==> config.mk <==
export PLATFORM = sky130hd
export DESIGN_NAME = mul_seq
export DESIGN_NICKNAME = d
export VERILOG_FILES = /design/src/rtl/mul_seq.sv
export SDC_FILE = /design/constraint.sdc
export NUM_CORES = 1
export LEC_CHECK = 0
export CORE_ASPECT_RATIO = 1.75
export CORE_MARGIN = 1.5
export CORE_UTILIZATION = 50
export DETAILED_ROUTE_END_ITERATION = 8
export GPL_ROUTABILITY_DRIVEN = 0
export PLACE_DENSITY = 0.73
export SLEW_MARGIN = 0
export SYNTH_ARGS = -nofsm -noshare
export SYNTH_HDL_FRONTEND = slang
export SYNTH_SLANG_ARGS = --single-unit
export TNS_END_PERCENT = 30
==> constraint.sdc <==
create_clock -name clk_i -period 4.3 [get_ports clk_i]
set_input_delay 0.645 -clock clk_i [delete_from_list [all_inputs] [get_ports clk_i]]
set_output_delay 0.645 -clock clk_i [all_outputs]
set_load 0.03 [all_outputs]
==> src/rtl/mul_seq.sv <==
// rtl/mul_seq.sv - sequential shift-add unsigned multiplier, one partial product per clock
module mul_seq #(
    parameter int WIDTH = 8
) (
    input  logic                 clk_i,
    input  logic                 rst_i,
    input  logic                 start_i,
    input  logic [WIDTH-1:0]     a_bi,
    input  logic [WIDTH-1:0]     b_bi,
    output logic                 busy_o,
    output logic                 done_o,
    output logic [2*WIDTH-1:0]   y_bo
);

    localparam int PW = 2 * WIDTH;
    localparam int CW = (WIDTH > 1) ? $clog2(WIDTH) : 1;
    localparam logic [CW-1:0] LAST_K = CW'(WIDTH - 1);

    typedef enum logic {
        IDLE = 1'b0,
        WORK = 1'b1
    } state_t;

    state_t          state_q, state_d;
    logic [WIDTH-1:0] a_q, a_d;
    logic [WIDTH-1:0] b_q, b_d;
    logic [PW-1:0]   acc_q, acc_d;
    logic [PW-1:0]   y_q, y_d;
    logic [CW-1:0]   cnt_q, cnt_d;
    logic            done_q, done_d;

    // Partial product for the current iteration, zero-extended before the shift
    // so that no bit of a_q << k is lost.
    logic [PW-1:0]   a_ext;
    logic [PW-1:0]   part;
    logic [PW-1:0]   acc_sum;

    assign a_ext   = {{WIDTH{1'b0}}, a_q};
    assign part    = b_q[cnt_q] ? (a_ext << cnt_q) : '0;
    assign acc_sum = acc_q + part;

    // State and datapath registers; reset clears every register immediately.
    always_ff @(posedge clk_i or negedge rst_i) begin
        if (!rst_i) begin
            state_q <= IDLE;
            a_q     <= '0;
            b_q     <= '0;
            acc_q   <= '0;
            y_q     <= '0;
            cnt_q   <= '0;
            done_q  <= 1'b0;
        end else begin
            state_q <= state_d;
            a_q     <= a_d;
            b_q     <= b_d;
            acc_q   <= acc_d;
            y_q     <= y_d;
            cnt_q   <= cnt_d;
            done_q  <= done_d;
        end
    end

    // Next-state logic: accept a request in IDLE, accumulate one bit per WORK edge,
    // publish the product on the edge that handles the top multiplier bit.
    always_comb begin
        state_d = state_q;
        a_d     = a_q;
        b_d     = b_q;
        acc_d   = acc_q;
        y_d     = y_q;
        cnt_d   = cnt_q;
        done_d  = 1'b0;

        unique case (state_q)
            IDLE: begin
                if (start_i) begin
                    a_d     = a_bi;
                    b_d     = b_bi;
                    acc_d   = '0;
                    cnt_d   = '0;
                    state_d = WORK;
                end
            end
            WORK: begin
                acc_d = acc_sum;
                cnt_d = cnt_q + CW'(1);
                if (cnt_q == LAST_K) begin
                    y_d     = acc_sum;
                    done_d  = 1'b1;
                    state_d = IDLE;
                end
            end
            default: begin
                state_d = IDLE;
            end
        endcase
    end

    assign busy_o = (state_q == WORK);
    assign done_o = done_q;
    assign y_bo   = y_q;

endmodule

Fig. 1: signal wires on met2
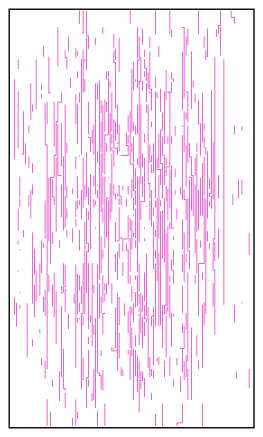
wire length on this layer: 3560 µm
nets with wire on the layer: 330
main direction: vertical

==> reports/qor.yml <==
clock_latency_ns: 0.30
final_cells: 408
critPathKind: "flip-flop to flip-flop"
slowest_stage: "dfrtp_1"
hold_viol: 0
synth_seq_share: 0.4353
path_max_fanout: 19
logic_area_um2: 1647
netlist_instances: 295
grt.met2_usage: 0.3780
flop_cell: "dfrtp_1"
p_total_mw: 3.284
cp_top_family: "AND-OR/OR-AND gates"
tns_ns: 0
place_inst: 400
layout_top_cell: "dfrtp_1"
synthArstFlopShare: 1.000
ys_seq_elements: 53
fa_ha_area_frac: 0.07639
seq_share: 0.3675
worst_slack_ns: 0.6209
top_cells_by_count: "dfrtp_1 (53), mux2_2 (31), nor2_1 (31)"
overflow: 0
status: "finished, final reports clean"
netlist_area_um2: 3047
buffers_excl_clock: 39
setup_violations: 0
wl_met3_um: 174
ys_cells: 295
n_fill_cell: 545
maxSlewViolCount: 0
cts_resized: 0
dr_total_vias: 2334
netlist.area_leader.share: 0.4353
detailed_place_hpwl_um: 4991
min_path_type: "input port to async pin"
Fig. 2: M4 wires
The bar under the picture is 20 µm long.
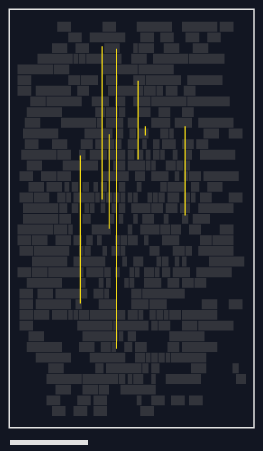
main direction: vertical
share of all routed wire: 3.5%
nets with wire on the layer: 6

==> where the power goes <==
part	total (mW)	switching (mW)	internal, mW
clock network	0.394	0.163	0.231
registers	0.961	0.227	0.734
logic	1.93	1.02	0.907
==> worst paths after layout <==
check / start / slack [ns] / end / depth (start not counted)
min in group clk_i: y_bo[15] / 0.49 / y_bo[15] / 2
worst min-delay path: rst_i / 0.44 / acc_q[15] / 2
max in group asynchronous: rst_i / 3.43 / acc_q[2] / 2
worst min register to register: y_bo[15] / 0.49 / y_bo[15] / 2
worst max-delay path: cnt_q[0] / 0.62 / y_bo[10] / 11
worst max register to register: cnt_q[0] / 0.62 / y_bo[10] / 11
==> cell families after synthesis <==
group | count (synthesis)
compound gates | 73
flops | 53
buf+inv | 19
simple gates | 82
fa+ha+maj | 18
xor+xnor | 12
mux | 38
Power and IR drop assume default switching activity.
